`src/rtl/instr_fetch_queue.sv`:
```
// Instruction fetch unit: issues sequential imem reads and buffers the returned
// words, tagged with their fetch address, in a small FIFO for the execute stage.
module instr_fetch_queue #(
    parameter int unsigned DEPTH = 4,
    parameter int unsigned AW    = 8
) (
    input  logic                    clk,
    input  logic                    rst_n,
    input  logic                    start,
    input  logic [AW-1:0]           start_pc,
    input  logic                    redirect,
    input  logic [AW-1:0]           redirect_pc,
    output logic                    imem_req,
    output logic [AW-1:0]           imem_addr,
    input  logic [31:0]             imem_rdata,
    output logic [31:0]             instr,
    output logic                    instr_valid,
    input  logic                    instr_ready,
    output logic [AW-1:0]           pc_out,
    output logic                    busy,
    output logic [$clog2(DEPTH):0]  count
);

    localparam int unsigned PW  = $clog2(DEPTH);
    localparam int unsigned CW  = PW + 1;
    localparam int unsigned CW1 = CW + 1;

    typedef enum logic [1:0] {IDLE, FETCH, DRAIN} state_t;

    state_t          state;
    logic [AW-1:0]   fetch_pc;
    logic [AW-1:0]   resp_addr;
    logic            inflight;
    logic [PW-1:0]   head;
    logic [PW-1:0]   tail;
    logic [31:0]     mem_instr [DEPTH];
    logic [AW-1:0]   mem_pc    [DEPTH];

    logic            push;
    logic            pop;
    logic            halt;
    logic            req_nxt;
    logic [CW-1:0]   count_nxt;

    // Head of queue is presented combinationally; zero when empty.
    always_comb begin
        instr_valid = (count != '0);
        instr       = instr_valid ? mem_instr[head] : '0;
        pc_out      = instr_valid ? mem_pc[head] : '0;
        busy        = (state != IDLE);
        pop         = instr_valid && instr_ready;
        push        = (state == FETCH) && inflight;
        halt        = push && (imem_rdata[5:0] == 6'h3F);
        count_nxt   = count + CW'(push) - CW'(pop);
        // Reserve a slot for every request whose response has not been pushed yet.
        req_nxt     = (state == FETCH) && !halt &&
                      ((CW1'(count_nxt) + CW1'(imem_req)) < CW1'(DEPTH));
    end

    // Queue storage carries no reset; occupancy is tracked by count.
    always_ff @(posedge clk) begin
        if (push && !redirect) begin
            mem_instr[tail] <= imem_rdata;
            mem_pc[tail]    <= resp_addr;
        end
    end

    always_ff @(posedge clk or negedge rst_n) begin
        if (!rst_n) begin
            state     <= IDLE;
            fetch_pc  <= '0;
            resp_addr <= '0;
            inflight  <= 1'b0;
            head      <= '0;
            tail      <= '0;
            count     <= '0;
            imem_req  <= 1'b0;
            imem_addr <= '0;
        end else if (redirect) begin
            // Flush everything, including the response due next cycle.
            state     <= FETCH;
            fetch_pc  <= redirect_pc;
            resp_addr <= imem_addr;
            inflight  <= 1'b0;
            head      <= '0;
            tail      <= '0;
            count     <= '0;
            imem_req  <= 1'b0;
        end else begin
            inflight  <= imem_req;
            resp_addr <= imem_addr;
            count     <= count_nxt;
            imem_req  <= req_nxt;
            if (push) begin
                tail <= tail + PW'(1);
            end
            if (pop) begin
                head <= head + PW'(1);
            end
            if (req_nxt) begin
                imem_addr <= fetch_pc;
                fetch_pc  <= fetch_pc + AW'(1);
            end
            case (state)
                IDLE: begin
                    if (start) begin
                        state    <= FETCH;
                        fetch_pc <= start_pc;
                    end
                end
                FETCH: begin
                    if (halt) begin
                        state <= DRAIN;
                    end
                end
                DRAIN: begin
                    if ((count == '0) && !inflight && !imem_req) begin
                        state <= IDLE;
                    end
                end
                default: state <= IDLE;
            endcase
        end
    end

endmodule

```
`config.mk`:
```
export PLATFORM = sky130hd
export DESIGN_NAME = instr_fetch_queue
export DESIGN_NICKNAME = d
export VERILOG_FILES = /design/src/rtl/instr_fetch_queue.sv
export SDC_FILE = /design/constraint.sdc
export NUM_CORES = 1
export LEC_CHECK = 0
export ABC_AREA = 1
export CAP_MARGIN = 40
export CORE_MARGIN = 3
export CORE_UTILIZATION = 30
export CTS_BUF_LIST = sky130_fd_sc_hd__clkbuf_8
export CTS_CLUSTER_SIZE = 25
export DETAILED_ROUTE_END_ITERATION = 10
export HOLD_SLACK_MARGIN = 0.12
export SETUP_SLACK_MARGIN = 0.2
export SYNTH_ARGS = -nofsm -noshare
export SYNTH_HDL_FRONTEND = slang
export SYNTH_SLANG_ARGS = --single-unit
```
`constraint.sdc`:
```
create_clock -name clk -period 2.9 [get_ports clk]
set_input_delay 0.58 -clock clk [delete_from_list [all_inputs] [get_ports clk]]
set_output_delay 0.58 -clock clk [all_outputs]
set_load 0.02 [all_outputs]
```
### Drive-strength map, run 1

Drawn at 2 px/µm.
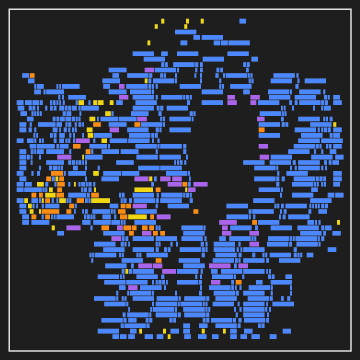
[purple] _6 and larger | cells: 38 | share: 4.5% | most used: clkbuf_8
[yellow] _2 cells | cells: 44 | share: 5.2% | most used: clkbuf_2
[blue] _0 and _1 cells | cells: 722 | share: 85% | most used: nor2_1
[orange] _3 and _4 cells | cells: 41 | share: 4.9% | most used: buf_4

### Track usage over the die, run 1

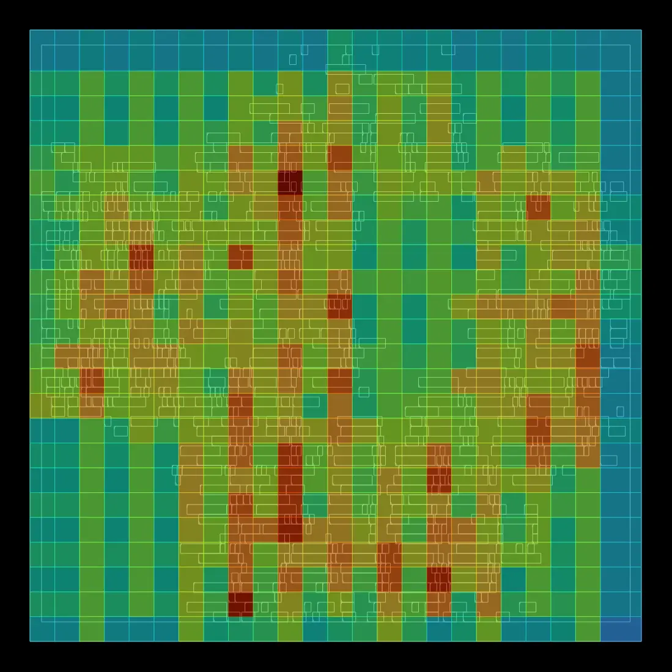
GRT met3 Usage: 3.53%
met1 Use GR: 16.7%
GR peak layer: met2
gr usage total: 12.6%

### Metal 1, run 1

Drawn at 3 px/µm.
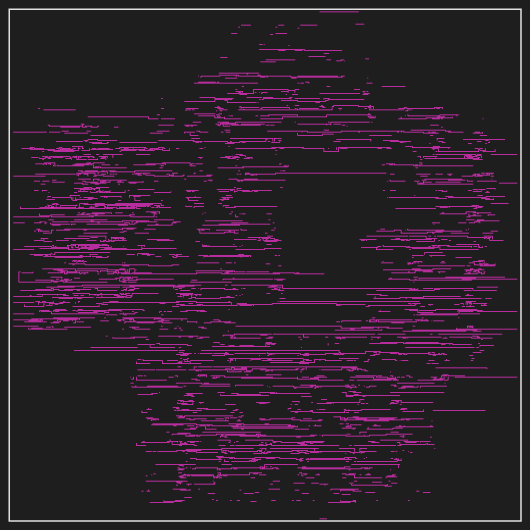
longest straight run: 47.8 µm
wire length on this layer: 8480 µm
main direction: horizontal
nets with wire on the layer: 806

==> flow_summary_export.csv, run 1 <==
group,metric,value,unit
run_status,run_status,"complete, no violations",
cts,cts_tree,"done",
power_and_ir_drop,power_combinational,0.00354,W
detailed_routing,vias,5387,
timing,setup_viol,0,
floorplan,std_cell_rows,59,
worst_setup_path,crit_path_start,"count[1]$_DFF_PN0_",
power_and_ir_drop,internal_power,0.00542,W
cts,clock_sinks,195,
detailed_routing,drc_errors,0,
worst_setup_path,cp-endpoint,"imem_addr[6]$_DFFE_PN0P_",
global_route,grt-ovfl-total,0,
floorplan,chip_area,28900,µm²
worst_setup_path,cp-start-kind,"flop",
yosys,synth_warnings,0,
timing,rsz0062_at_grt,"yes",
power_and_ir_drop,powerDensity,856,nW/µm²
yosys,ys_cells,708,
detailed_routing,wl_per_cell,15.6,µm
timing,slew_violations,0,
yosys,postSynthSeqShare,70.3,%
placement,dp_slack,-117,ps
yosys,yosysUniqueCellTypes,28,
cts,path_clk_slew,100,ps
job,cap_viol_max_count,0,
final_layout,diodes,0,
power_and_ir_drop,powerClk,0.00172,W
power_and_ir_drop,powerSeq,0.00349,W
worst_setup_path,critPathKind,"flop to flop",
floorplan,io_pins,107,
timing,finalCritPeriodShare,90.3,%
floorplan,dieHeight,170,µm
power_and_ir_drop,clkPwrFrac,19.6,%
power_and_ir_drop,power_leader,"combinational cells",
worst_setup_path,end_kind,"flop",
power_and_ir_drop,pwr-share-seq,39.9,%
global_route,grt_start_max_net_pins,57,
cts,ctsHoldBuffers,0,
worst_setup_path,crit_buf_inv,3,
worst_setup_path,r2r-end,"imem_addr[6]$_DFFE_PN0P_",
worst_setup_path,crit_slowest_cell,"fa_1",
hold_path,hp-start,"imem_addr[3]$_DFFE_PN0P_",
timing,worst_pin_slew,637,ps
yosys,synth_area,8080,µm²
yosys,netlist_instances,708,
global_route,antenna_found_initial,0,
worst_setup_path,worst-path-stages,15,
cts,root_buffer,"clkbuf_8",
worst_setup_path,reg2reg_slack,280,ps
worst_setup_path,reg2reg_depth,15,
timing,finalHoldViolations,0,
hold_path,hold_class,"flop to flop",
yosys,async_reset_ff_share,17.9,%
hold_path,hold_end,"resp_addr[3]$_DFF_PN0_",
timing,relSlewSlack,57.5,%
detailed_routing,drt_first_pass_iters,4,
worst_setup_path,cp_top_family,"simple AND/OR/NAND/NOR gates",
yosys,edf_count,160,
yosys,ys_chip_area,8080,µm²
final_layout,stdcell_count,1180,
hold_path,whs_path_depth,0,
global_route,grt_pass1_wl,28000,µm
power_and_ir_drop,p_leak,4.07,nW
yosys,fp_nets,769,
job,warning_count,32,
detailed_routing,ant_nets,0,
worst_setup_path,required,3290,ps
worst_setup_path,r2r-start,"count[1]$_DFF_PN0_",
timing,setup_slack,282,ps
worst_setup_path,path_cells,"nor2_2, nand2_2, nand2_2, inv_2, ha_4, inv_1, ha_2, fa_1, nand3_2, nand2_4, clkinv_2, nand3_4, nor2_4, nand2_4, o21ai_2",
placement,placed_cells,1137,
detailed_routing,via_per_inst,4.57,
## run 1: cells by family (layout without fill, tap and decap cells)
logic type                 Yosys count  count (layout)  synth area share [%]
and+or+nand+nor                    271             272                  14.1
DFF                                195             195                  70.3
AOI/OAI and AO/OA                  154             154                  10.2
buffers and inverters               77             213                  3.78
adders and majority gates            8               8                  1.33
xor gates and xnor gates             3               3                 0.325
## run 1: worst register-to-register path, stage by stage, from the launching register on
cell and delay, ps:
dfrtp_1 430, nor2_2 130, nand2_2 90, nand2_2 90
inv_2 60, ha_4 250, inv_1 40, ha_2 160
fa_1 460, nand3_2 100, nand2_4 50, clkinv_2 50
nand3_4 100, nor2_4 220, nand2_4 140, o21ai_2 180
## run 1: cell usage in the layout (no fill, tap or decap), drive strengths merged
| cell | instances |
|---|---|
| clkdlybuf4s50 | 66 |
| clkinv | 8 |
| nor3 | 2 |
| dfrtp | 35 |
| nand2 | 67 |
| o21ai | 100 |
| a31oi | 1 |
| inv | 48 |
| nor2 | 180 |
| xor2 | 3 |
| o21bai | 8 |
| nand3 | 23 |
| bufinv | 1 |
| dlymetal6s2s | 18 |
| clkdlybuf4s15 | 6 |
| edfxtp | 160 |
| fa | 1 |
| buf | 32 |
| clkbuf | 34 |
| ha | 7 |
| a21oi | 45 |
## run 1: synth_stat cells, types with 6 or more instances
master | n | area share, %
nand2_1 | 61 | 2.8
inv_1 | 36 | 1.7
o21ai_1 | 27 | 1.7
clkbuf_1 | 24 | 1.1
buf_2 | 6 | 0.37
nor2_1 | 176 | 8.2
ha_1 | 7 | 1.1
edfxtp_1 | 160 | 59
dfrtp_1 | 35 | 11
inv_2 | 6 | 0.28
o21bai_1 | 8 | 0.74
o21ai_0 | 65 | 4.0
nand3_1 | 20 | 1.2
o21ai_2 | 8 | 0.87
a21oi_1 | 45 | 2.8
## run 1: routing by layer
metal	vias to the layer above	part of all wire, %	global-route usage (%)
met2	131	48	20.2
met1	2570	46	16.7
li1	2669	-	-
met4	0	1.2	4.02
met5	-	0	0
met3	17	4.8	3.53
## run 1: final cells by class
type / count / area, µm²
clock buffers: 18 / 248
clock inverters: 14 / 141
fillers: 2509 / 16100
inverters: 43 / 168
multi-input cells: 437 / 2170
flip-flops and latches: 195 / 5680
well taps: 335 / 419
repair buffers: 138 / 1400
## run 1: stage by stage
stage	TNS (ps)	hold slack, ps	area (µm²)	utilization, %	power, W
2_1_floorplan	-23100	284	8080	-	0.00549
3_3_place_gp	-450	395	9700	36.9	0.00702
3_5_place_dp	-1280	402	9700	36.9	0.00705
4_1_cts	0	425	10100	38.3	0.00867
5_1_grt	0	457	10200	38.9	0.00928
6_report	0	434	10200	38.9	0.00875
## run 1: flip-flops by register name, indices dropped and copies added (netlist names)
signal / count
count: 3
fetch_pc: 8
head: 2
imem_addr: 8
imem_req: 1
inflight: 1
mem_instr: 128
mem_pc: 32
resp_addr: 8
state: 2
tail: 2
## run 1: what timing repair did
action	in CTS	in global routing
resized	24	64
pin swaps	0	3
endpoints found under the setup margin	39	51
buffers inserted	0	9
cloned	0	2
## Run 2: what changed since run 1
--- a/config.mk
+++ b/config.mk
@@ -13,6 +13,7 @@
 export CTS_CLUSTER_SIZE = 25
 export DETAILED_ROUTE_END_ITERATION = 10
 export HOLD_SLACK_MARGIN = 0.12
+export PLACE_DENSITY = 0.51
 export SETUP_SLACK_MARGIN = 0.2
 export SYNTH_ARGS = -nofsm -noshare
 export SYNTH_HDL_FRONTEND = slang
### Zoomed window, run 2

Region (30, 115) to (55, 140) µm. Cells in gray, sequential cells in the stronger gray; small squares are vias.
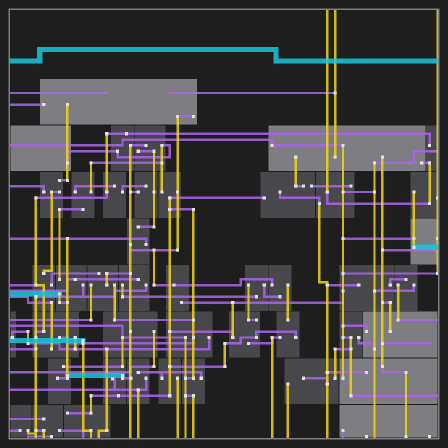
[purple] metal 1
[cyan] metal 3
[yellow] metal 2
cells with their middle in the window: 38
netlist names of flops here include: imem_addr (3), fetch_pc (1)
most frequent: nand2_1 (12), nand3_1 (6)
sequential cells in the window: 4

### Cell classes on the final placement, run 2

Drawn at 2 px/µm.
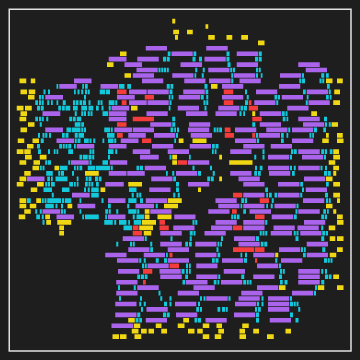
[cyan] combinational and other logic | cells: 480 | share of their area: 24%
[yellow] other buffers and delay cells | cells: 131 | share of their area: 13%
[red] clock drivers and dummy loads | cells: 32 | share of their area: 4.1%
[purple] flops | cells: 195 | share of their area: 59%

==> flow_summary_export.csv, run 2 <==
group,metric,value,unit
worst_setup_path,critPathKind,"flop to output pin",
yosys,synth_area,8080,µm²
worst_setup_path,required,2320,ps
timing,setup_viol,0,
detailed_routing,vias,5363,
timing,rsz0062_at_grt,"yes",
power_and_ir_drop,power.total,0.00863,W
cts,clock_sinks,195,
final_layout,stdcell_count,1173,
final_layout,final_cell_area,10100,µm²
placement,dp_hpwl,10900,µm
floorplan,chip_area,28900,µm²
cts,ctsHoldBuffers,0,
detailed_routing,drc_errors,0,
placement,dpl-instance-area,9690,µm²
final_layout,top_regs,"mem_instr (128), mem_pc (32)",
final_layout,largest_reg_flops,128,
global_route,use_met2,20.8,%
global_route,grt_pass1_wl,29100,µm
yosys,topCellsByArea,"edfxtp_1 (59%), dfrtp_1 (11%), nor2_1 (8.2%), o21ai_0 (4.0%), nand2_1 (2.8%)",
detailed_routing,via_per_inst,4.57,
yosys,synth_warnings,0,
final_layout,num-fill-cells,2564,
worst_setup_path,cp_top_family,"buffers and inverters",
yosys,edf_count,160,
yosys,fp_nets,769,
global_route,use_met1,18.2,%
final_layout,diodes,0,
worst_setup_path,crit_slowest_cell,"dfrtp_2",
yosys,top_area_share,59.5,%
job,cap_viol_max_count,0,
final_layout,lay_top_cells,"nor2_1 (172), edfxtp_1 (160), clkdlybuf4s50_1 (66)",
timing,slew_violations,0,
yosys,yosysUniqueCellTypes,28,
timing,finalHoldViolations,0,
global_route,grt_start_max_net_pins,42,
timing,worst_pin_slew,617,ps
timing,max_clock_freq,387,MHz
yosys,synthMostInstantiatedCell,"nor2_1",
yosys,ys_chip_area,8080,µm²
worst_setup_path,end_kind,"output pin",
global_route,grt-ovfl-total,0,
floorplan,dieHeight,170,µm
final_layout,layout_top_cell,"nor2_1",
yosys,async_reset_ff_share,17.9,%
global_route,grtUsageTotal,13.0,%
global_route,antenna_found_initial,0,
yosys,ys_cells,708,
yosys,netlist_instances,708,
job,warning_count,32,
worst_setup_path,cp-start-kind,"flop",
yosys,largest_area_cell,"edfxtp_1",
detailed_routing,wl_per_cell,16.1,µm
run_status,run_status,"complete, no violations",
floorplan,io_pins,107,
yosys,netlist_top_cells_count,"nor2_1 (176), edfxtp_1 (160), o21ai_0 (65)",
final_layout,seq_area,5680,µm²
cts,path_clk_slew,100,ps
power_and_ir_drop,powerDensity,853,nW/µm²
worst_setup_path,path_cells,"inv_2, bufbuf_16, o21ai_0, a21oi_1, clkbuf_2",
floorplan,std_cell_rows,59,
power_and_ir_drop,p_leak,3.86,nW
yosys,postSynthSeqShare,70.3,%
worst_setup_path,crit_buf_inv,3,
hold_path,hold_class,"flop to flop",
global_route,grt_use_met3,2.49,%
global_route,busiest_layer,"met2",
timing,relSlewSlack,58.9,%
-- run 2: final timing paths --
path	endpoint	slack, ps	from	depth (start not counted)
min in group asynchronous	fetch_pc[3]$_DFF_PN0_	550	rst_n	2
max reg2reg	imem_addr[0]$_DFFE_PN0P_	320	count[1]$_DFF_PN0_	15
min reg2reg	resp_addr[1]$_DFF_PN0_	420	imem_addr[1]$_DFFE_PN0P_	0
min	resp_addr[1]$_DFF_PN0_	420	imem_addr[1]$_DFFE_PN0P_	0
max in group asynchronous	head[0]$_DFFE_PN0P_	1990	rst_n	2
max	instr[18]	320	head[0]$_DFFE_PN0P_	5
-- run 2: through the flow --
stage	setup TNS (ps)	utilization, %	hold WS, ps
floorplan	-23100	-	284
global placement	-439	36.9	395
detailed placement	-872	36.9	395
CTS	0	38.3	416
global route	0	38.5	423
finish	0	38.5	419
-- run 2: cells by family (layout without fill, tap and decap cells) --
logic type	after synthesis	after routing	share of synthesized area [%]
compound gates	154	154	10.2
xor+xnor	3	3	0.325
fa+ha+maj	8	8	1.33
buf+inv	77	206	3.78
flops	195	195	70.3
simple gates	271	272	14.1
-- run 2: final cells by class --
cell class	instances	share of cell area, %
clock buffers	19	2.59
multi-input cells	437	21.3
clock inverters	13	1.32
repair buffers	131	12.9
well taps	335	4.15
flip-flops and latches	195	56.2
inverters	43	1.61
-- run 2: power by group --
part           internal (W)  switching (W)  total (W)
Sequential          0.00330       0.000188    0.00349
Combinational       0.00127        0.00213    0.00340
Clock              0.000810       0.000924    0.00173
-- run 2: timing repair --
action,4_1_cts,5_1_grt
gates cloned,1,1
buffers inserted,1,5
gates resized,41,32
setup endpoints to repair,40,33
pin swaps,0,2
-- run 2: metal layers --
metal / wire (µm) / up-vias
met5: 0 / -
met4: 135 / 0
met3: 833 / 13
met2: 8900 / 129
met1: 8960 / 2573
li1: - / 2648
## Run 3: what changed since run 2
--- a/config.mk
+++ b/config.mk
@@ -7,13 +7,14 @@
 export LEC_CHECK = 0
 export ABC_AREA = 1
 export CAP_MARGIN = 40
+export CORE_ASPECT_RATIO = 0.9
 export CORE_MARGIN = 3
 export CORE_UTILIZATION = 30
 export CTS_BUF_LIST = sky130_fd_sc_hd__clkbuf_8
 export CTS_CLUSTER_SIZE = 25
 export DETAILED_ROUTE_END_ITERATION = 10
-export HOLD_SLACK_MARGIN = 0.12
-export PLACE_DENSITY = 0.51
+export HOLD_SLACK_MARGIN = 0.1
+export PLACE_DENSITY = 0.5
 export SETUP_SLACK_MARGIN = 0.2
 export SYNTH_ARGS = -nofsm -noshare
 export SYNTH_HDL_FRONTEND = slang
==> constraint.sdc (replaced) <==
create_clock -name clk -period 2.68 [get_ports clk]
set_input_delay 0.536 -clock clk [delete_from_list [all_inputs] [get_ports clk]]
set_output_delay 0.536 -clock clk [all_outputs]
set_load 0.02 [all_outputs]
### Metal 1, run 3

Drawn at 3 px/µm.
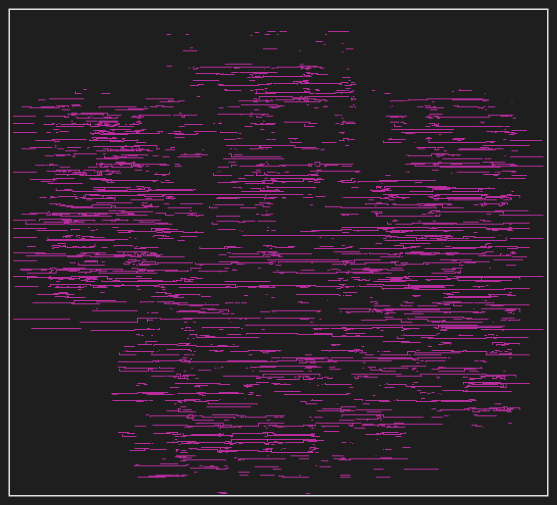
longest straight run: 55.2 µm
main direction: horizontal
nets with wire on the layer: 838

==> flow_summary_export.csv, run 3 <==
group,metric,value,unit
yosys,postSynthSeqShare,70.3,%
floorplan,std_cell_rows,56,
job,cap_viol_max_count,0,
global_route,antenna_found_initial,0,
power_and_ir_drop,p_sw_share,37.3,%
worst_setup_path,crit_slowest_cell,"clkdlybuf4s50_1",
final_layout,diodes,0,
worst_setup_path,r2r-end,"head[0]$_DFFE_PN0P_",
yosys,synth_warnings,0,
run_status,run_status,"complete, no violations",
hold_path,hp-start,"imem_addr[6]$_DFFE_PN0P_",
yosys,async_reset_ff_share,17.9,%
floorplan,io_pins,107,
yosys,yosysUniqueCellTypes,28,
global_route,grt_start_max_net_pins,36,
yosys,ys_chip_area,8080,µm²
worst_setup_path,end_kind,"flop",
timing,finalHoldViolations,0,
yosys,ys_cells,708,
worst_setup_path,r2r-start,"count[2]$_DFF_PN0_",
cts,ctsHoldBuffers,0,
yosys,netlist_top_cells_count,"nor2_1 (176), edfxtp_1 (160), o21ai_0 (65)",
global_route,grt_pass1_wl,29900,µm
final_layout,top_regs,"mem_instr (128), mem_pc (32)",
final_layout,layout_top_cell,"nor2_1",
job,warning_count,32,
yosys,topCellsByArea,"edfxtp_1 (59%), dfrtp_1 (11%), nor2_1 (8.2%), o21ai_0 (4.0%), nand2_1 (2.8%)",
power_and_ir_drop,power_switching,0.00376,W
detailed_routing,drc_errors,0,
yosys,synthMostInstantiatedCell,"nor2_1",
global_route,grt-ovfl-total,0,
hold_path,whs_path_depth,0,
power_and_ir_drop,powerDensity,954,nW/µm²
detailed_routing,wl_per_cell,15.9,µm
floorplan,chip_area,28900,µm²
cts,path_clk_slew,100,ps
power_and_ir_drop,pwr-share-comb,43.9,%
worst_setup_path,reg2reg_depth,19,
detailed_routing,via_per_inst,4.43,
### Zoomed window, run 3

Region (32, 109) to (57, 134) µm. Cells in gray, sequential cells in the stronger gray; small squares are vias.
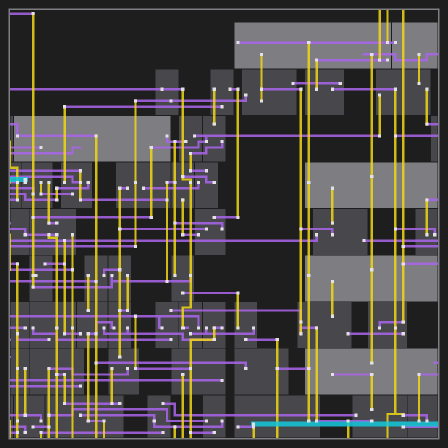
[purple] metal 1
[yellow] metal 2
[cyan] metal 3
most frequent: nand2_1 (9), nand3_1 (7)
netlist names of flops here include: imem_addr (4), fetch_pc (1)
sequential cells in the window: 5
cells with their middle in the window: 47

## run 3: cell counts after synthesis
Identical to the previous run, type by type.
## run 3: kinds of logic (layout without fill, tap and decap cells)
family	count (synthesis)	after routing	synth area share, %
flip-flops	195	195	70.3
buffers and inverters	77	242	3.78
XOR/XNOR	3	3	0.325
adder cells (fa/ha/maj)	8	8	1.33
AND-OR/OR-AND	154	154	10.2
AND/OR/NAND/NOR	271	272	14.1
## run 3: worst max-delay path by stage
stage | slack (ps) | cells after the start | start | to
floorplan | -360 | 5 | state[1]$_DFFE_PN0P_ | mem_instr[0][0]$_DFFE_PP_
global placement | -240 | 15 | instr_ready | imem_addr[4]$_DFFE_PN0P_
detailed placement | -310 | 16 | instr_ready | fetch_pc[5]$_DFF_PN0_
CTS | 10 | 7 | head[0]$_DFFE_PN0P_ | instr[8]
global route | -80 | 17 | count[1]$_DFF_PN0_ | fetch_pc[4]$_DFF_PN0_
finish | 50 | 18 | instr_ready | head[0]$_DFFE_PN0P_
## run 3: critical path, delay by kind of cell
family	cells	cell delay, ps
AOI/OAI and AO/OA	1	110
buffers and inverters	16	2280
and+or+nand+nor	1	70
## run 3: stage by stage
stage	setup slack, ps	area [µm²]	util [%]	instances	TNS [ps]
floorplan	-361	8100	-	708	-57830
global placement	-243	9860	37.5	1160	-3840
detailed placement	-314	9860	37.5	1160	-4790
CTS	11.0	10400	39.7	1215	0
global route	-75.7	10600	40.2	1222	-361
finish	48.7	10600	40.2	1222	0
## run 3: power groups by stage
stage	clock network (W)	registers [W]	logic, W
3_5_place_dp	0	0.00386	0.00398
3_3_place_gp	0	0.00386	0.00397
5_1_grt	0.00206	0.00382	0.00480
6_report	0.00187	0.00378	0.00442
4_1_cts	0.00193	0.00379	0.00422
2_1_floorplan	0	0.00388	0.00209
## run 3: area by class of cell
cell class	instances	area, µm²
timing repair buffer	167	1630
fill	2572	15700
clock inverter	15	155
multi-input combinational	437	2250
tap	348	435
inverter	43	179
sequential	195	5690
clock buffer	17	234
## run 3: repair_timing
item                       4_1_cts  5_1_grt
resized                        149       72
cloned                           3        3
buffers inserted                20        4
setup endpoints to repair       57       54
pin swaps                       18       22
hold endpoints to repair         0        0
## run 3: routing by layer
layer	routed length (µm)	share of wire, %	vias to the layer above	GRT usage [%]
met5	0	0	-	0
met4	165	0.85	0	3.05
met3	910	4.7	9	3.11
met2	9100	47	128	20.9
met1	9280	48	2551	19.4
li1	-	-	2726	-
Power is estimated from default activity; no workload was simulated.
